sizing.png
Bar = 50 µm.
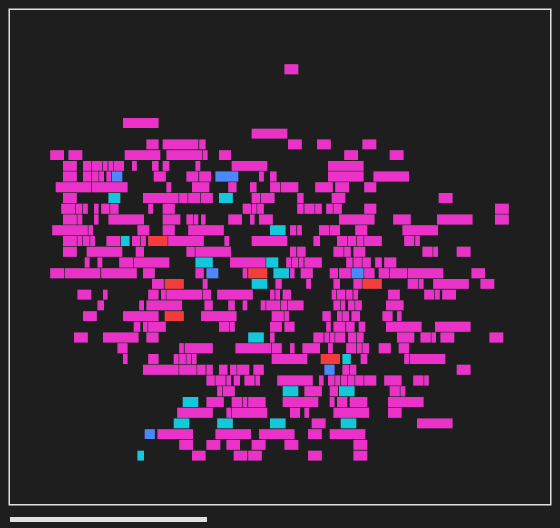
m4.png
Bar = 50 µm.
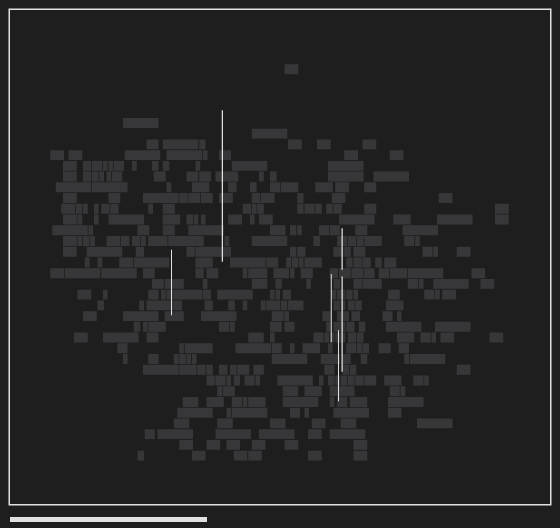
m2.png
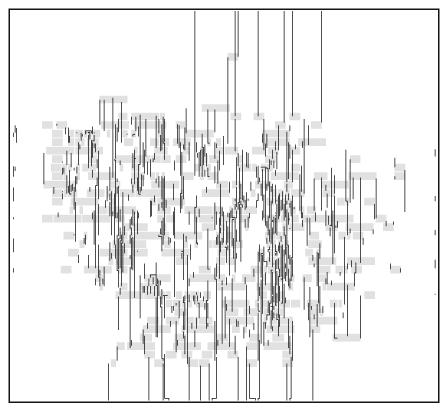
layers.png
Two of the layers only.
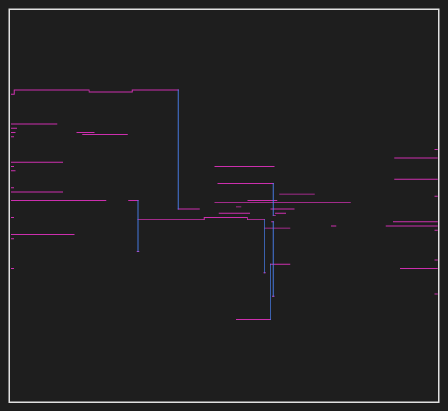
**src/rtl/dot_product_accumulator.sv**
```systemverilog
// dot_product_accumulator
// Sums a run of `len` consecutive valid 16-bit products into one wide result.
// The result is presented on a valid/ready handshake and held until accepted.
//
// Ports:
//   clk        - clock, all state updates on the rising edge
//   rst_n      - asynchronous active-low reset
//   start      - one-cycle pulse that begins a dot product (honoured in IDLE only)
//   len        - number of terms, clamped to N_TERMS, sampled with start
//   p_valid    - p_data carries a valid product this cycle
//   p_data     - unsigned 16-bit product from the multiplier
//   busy       - high while accumulating or holding a result
//   sum_valid  - accumulated result available on sum_data
//   sum_data   - unsigned accumulated result
//   sum_ready  - sink accepts the result
//   overrun    - sticky, a product arrived while the block was not accepting
module dot_product_accumulator #(
  parameter int N_TERMS = 8,
  parameter int ACC_W   = 19,
  parameter int LEN_W   = 4
) (
  input  logic             clk,
  input  logic             rst_n,
  input  logic             start,
  input  logic [LEN_W-1:0] len,
  input  logic             p_valid,
  input  logic [15:0]      p_data,
  output logic             busy,
  output logic             sum_valid,
  output logic [ACC_W-1:0] sum_data,
  input  logic             sum_ready,
  output logic             overrun
);

  typedef enum logic [1:0] {
    IDLE = 2'd0,
    ACC  = 2'd1,
    DONE = 2'd2
  } state_t;

  localparam logic [LEN_W-1:0] MAX_LEN = LEN_W'(N_TERMS);

  state_t           state_r;
  state_t           state_nxt_s;
  logic [ACC_W-1:0] acc_r;
  logic [ACC_W-1:0] sum_data_r;
  logic [ACC_W-1:0] p_ext_s;
  logic [LEN_W-1:0] cnt_r;
  logic [LEN_W-1:0] len_q_r;
  logic [LEN_W-1:0] len_clamp_s;
  logic             last_term_s;
  logic             busy_r;
  logic             sum_valid_r;
  logic             overrun_r;
  logic             busy_nxt_s;
  logic             sum_valid_nxt_s;

  // Clamp the requested length to the number of terms the accumulator is sized for.
  always_comb begin
    if (len > MAX_LEN) begin
      len_clamp_s = MAX_LEN;
    end else begin
      len_clamp_s = len;
    end
  end

  // Zero-extend the product and detect the final term of the run.
  always_comb begin
    p_ext_s     = {{(ACC_W-16){1'b0}}, p_data};
    last_term_s = (state_r == ACC) && p_valid && (cnt_r == (len_q_r - LEN_W'(1)));
  end

  // Next-state logic.
  always_comb begin
    state_nxt_s = state_r;
    case (state_r)
      IDLE: begin
        if (start) begin
          if (len_clamp_s == '0) begin
            state_nxt_s = DONE;
          end else begin
            state_nxt_s = ACC;
          end
        end else begin
          state_nxt_s = IDLE;
        end
      end
      ACC: begin
        if (last_term_s) begin
          state_nxt_s = DONE;
        end else begin
          state_nxt_s = ACC;
        end
      end
      DONE: begin
        if (sum_ready) begin
          state_nxt_s = IDLE;
        end else begin
          state_nxt_s = DONE;
        end
      end
      default: begin
        state_nxt_s = IDLE;
      end
    endcase
  end

  // Output decode from the next state, so the registered flags track the state register.
  always_comb begin
    busy_nxt_s      = (state_nxt_s != IDLE);
    sum_valid_nxt_s = (state_nxt_s == DONE);
  end

  // State register plus registered status outputs.
  always_ff @(posedge clk or negedge rst_n) begin
    if (!rst_n) begin
      state_r     <= IDLE;
      busy_r      <= 1'b0;
      sum_valid_r <= 1'b0;
    end else begin
      state_r     <= state_nxt_s;
      busy_r      <= busy_nxt_s;
      sum_valid_r <= sum_valid_nxt_s;
    end
  end

  // Accumulator, term counter, latched length and result register.
  always_ff @(posedge clk or negedge rst_n) begin
    if (!rst_n) begin
      acc_r      <= '0;
      cnt_r      <= '0;
      len_q_r    <= '0;
      sum_data_r <= '0;
    end else begin
      case (state_r)
        IDLE: begin
          if (start) begin
            acc_r   <= '0;
            cnt_r   <= '0;
            len_q_r <= len_clamp_s;
            if (len_clamp_s == '0) begin
              sum_data_r <= '0;
            end
          end
        end
        ACC: begin
          if (p_valid) begin
            acc_r <= acc_r + p_ext_s;
            cnt_r <= cnt_r + LEN_W'(1);
            if (last_term_s) begin
              sum_data_r <= acc_r + p_ext_s;
            end
          end
        end
        default: begin
        end
      endcase
    end
  end

  // Sticky overrun; a stray product wins over a same-cycle clear so it is never lost.
  always_ff @(posedge clk or negedge rst_n) begin
    if (!rst_n) begin
      overrun_r <= 1'b0;
    end else if (p_valid && ((state_r == IDLE) || (state_r == DONE))) begin
      overrun_r <= 1'b1;
    end else if ((state_r == IDLE) && start) begin
      overrun_r <= 1'b0;
    end
  end

  assign busy      = busy_r;
  assign sum_valid = sum_valid_r;
  assign sum_data  = sum_data_r;
  assign overrun   = overrun_r;

endmodule

```
**config.mk**
```make
export PLATFORM = sky130hd
export DESIGN_NAME = dot_product_accumulator
export DESIGN_NICKNAME = d
export VERILOG_FILES = /design/src/rtl/dot_product_accumulator.sv
export SDC_FILE = /design/constraint.sdc
export NUM_CORES = 1
export LEC_CHECK = 0
export CAP_MARGIN = 20
export CORE_ASPECT_RATIO = 0.9
export CORE_MARGIN = 10
export CORE_UTILIZATION = 25
export CTS_BUF_LIST = sky130_fd_sc_hd__clkbuf_4 sky130_fd_sc_hd__clkbuf_8
export CTS_CLUSTER_SIZE = 40
export DETAILED_ROUTE_END_ITERATION = 12
export PLACE_DENSITY = 0.55
export SETUP_SLACK_MARGIN = 0.1
export SKIP_CTS_REPAIR_TIMING = 1
export SYNTH_ARGS = -nofsm -noshare
export SYNTH_HDL_FRONTEND = slang
export SYNTH_SLANG_ARGS = --single-unit
```
**constraint.sdc**
```tcl
create_clock -name clk -period 6.9 [get_ports clk]
set_input_delay 0.69 -clock clk [delete_from_list [all_inputs] [get_ports clk]]
set_output_delay 0.69 -clock clk [all_outputs]
set_load 0.05 [all_outputs]
```
==> impl_metrics.tcl <==
# flow metrics
set metrics [dict create \
    die_width_um 137 \
    clk_path_buf_depth 2 \
    cts.clk_slew.worst_paths_ns 0.11 \
    maxSlewHeadroom_pct 31.6 \
    dieHeight_um 125 \
    ys.flops 51 \
    drv_cap 0 \
    netlist_instances 328 \
    finalCritPeriodShare_pct 42.8 \
    finalMaxSlewViolations 0 \
    end_kind "register" \
    largest_class "multi-input combinational cells" \
    yosys_warnings 0 \
    logic_area_mm2 0.00169 \
    initCoreUtil_pct 25.5 \
    nWellTaps 160 \
    hold_class "input pin to async pin" \
    outcome "finished clean" \
    antenna_found_initial 0 \
    fp.coreArea_mm2 0.0120 \
    irDropWorstVdd_mv 0.260 \
]
About sizing.png:
| colour | size | cells | most used |
|---|---|---|---|
| red | x6 and larger | 6 | clkbuf_8 |
| magenta | x1 and smaller | 338 | dfrtp_1 |
| cyan | x2 | 18 | mux2_2 |
| blue | x3 and x4 | 6 | buf_4 |
area grow syn2layout: 23.0%
Design Area, Final: 0.00378 mm²
bufs w/o clock: 48
final worst slack: 3.95 ns

About m4.png:
longest straight run: 38.1 µm
main direction: vertical
wire length on this layer: 123 µm
share of all routed wire: 1.5%

About m2.png:
nets with wire on the layer: 352
main direction: vertical
longest straight run: 52.5 µm

About layers.png:
| colour | layer | wire length |
|---|---|---|
| blue | M4 | 123 µm |
| magenta | M3 | 455 µm |
All-Layer GR Usage: 9.56%
DR vias: 2,518
drt wl/cell: 15.1 µm

## state kept, by name, summed over array words and instances, names as in the netlist
| register | flops |
|---|---|
| acc_r | 19 |
| busy | 1 |
| cnt_r | 4 |
| len_q_r | 4 |
| overrun | 1 |
| state_r | 2 |
| sum_data | 19 |
| sum_valid | 1 |
## cell families after synthesis
group	after synthesis	share of synthesized area, %
AOI/OAI and AO/OA	88	19.2
buffers and inverters	27	3.50
muxes	14	5.01
DFF	51	41.5
and+or+nand+nor	111	17.6
xor gates and xnor gates	18	5.13
adders and majority gates	19	7.98
## where the power goes
part	internal, µW	total (µW)	switching (µW)
logic	421	1100	679
registers	430	519	88.9
clock network	82.3	195	113
total	934	1820	881
## final timing paths
check	from	end	slack, ns	depth (start not counted)
worst max-delay path	p_data[0]	acc_r[12]	3.95	10
worst min-delay path	rst_n	sum_data[2]	0.46	2
worst min register to register	sum_data[9]	sum_data[9]	0.49	2
max in group asynchronous	rst_n	sum_data[13]	5.94	2
worst max register to register	acc_r[0]	acc_r[12]	4.43	9
min in group clk	sum_data[9]	sum_data[9]	0.49	2
## placed cells by master (no fill, tap or decap), drive strengths merged, types with 4 or more instances in the layout
| master | count |
|---|---|
| a21o | 6 |
| xnor2 | 10 |
| and2 | 5 |
| nor2 | 16 |
| inv | 11 |
| ha | 18 |
| a21oi | 19 |
| nand4 | 4 |
| a22o | 5 |
| and3 | 5 |
| nor3 | 8 |
| clkbuf | 6 |
| nor2b | 5 |
| o31ai | 16 |
| o21ai | 18 |
| nand3 | 4 |
| xor2 | 8 |
| clkdlybuf4s50 | 45 |
| nand2 | 49 |
| mux2 | 11 |
| dfrtp | 51 |
| nand2b | 4 |
## synthesized netlist by cell type (all sizes together), types with 5 or more instances
cell,count,area (µm²)
a22o,5,43.8
buf,5,23.8
mux2,11,124
and3,5,31.3
clkbuf,11,42.5
xor2,8,70.1
nand2,49,184
nor2,16,60.1
nor3,8,51.3
dfrtp,51,1280
xnor2,10,87.6
o31ai,16,120
a21o,6,45.0
ha,18,225
and2,5,33.8
o21ai,18,90.1
a21oi,19,95.1
inv,11,41.3
nor2b,5,31.3
## per-layer routing
metal  up-vias  track usage, %  part of all wire (%)
met1      1189            13.0                    48
li1       1253               -                     -
met3        14            2.64                   5.7
met5         -               0                     0
met4         0            2.97                   1.5
met2        62            14.4                    45
## per-stage QoR
stage / worst slack [ns] / instances / instance area (µm²) / hold slack [ns] / power [µW]
2_1_floorplan: 4.31 / 328 / 3070 / 0.394 / 1330
3_3_place_gp: 3.64 / 520 / 3680 / 0.465 / 1610
3_5_place_dp: 3.61 / 520 / 3680 / 0.470 / 1640
4_1_cts: 3.94 / 528 / 3780 / 0.493 / 1840
5_1_grt: 3.79 / 528 / 3780 / 0.516 / 1970
6_report: 3.95 / 528 / 3780 / 0.460 / 1820
## critical path, cell delays in order
cell,delay [ns]
clkdlybuf4s50_1,0.47
ha_1,0.17
inv_1,0.06
fa_1,0.38
nor2b_1,0.20
o31a_1,0.23
o21a_1,0.25
a41oi_1,0.15
mux2_2,0.31
mux2_2,0.26
No activity file was given, so power comes from the tool's default toggle rates.
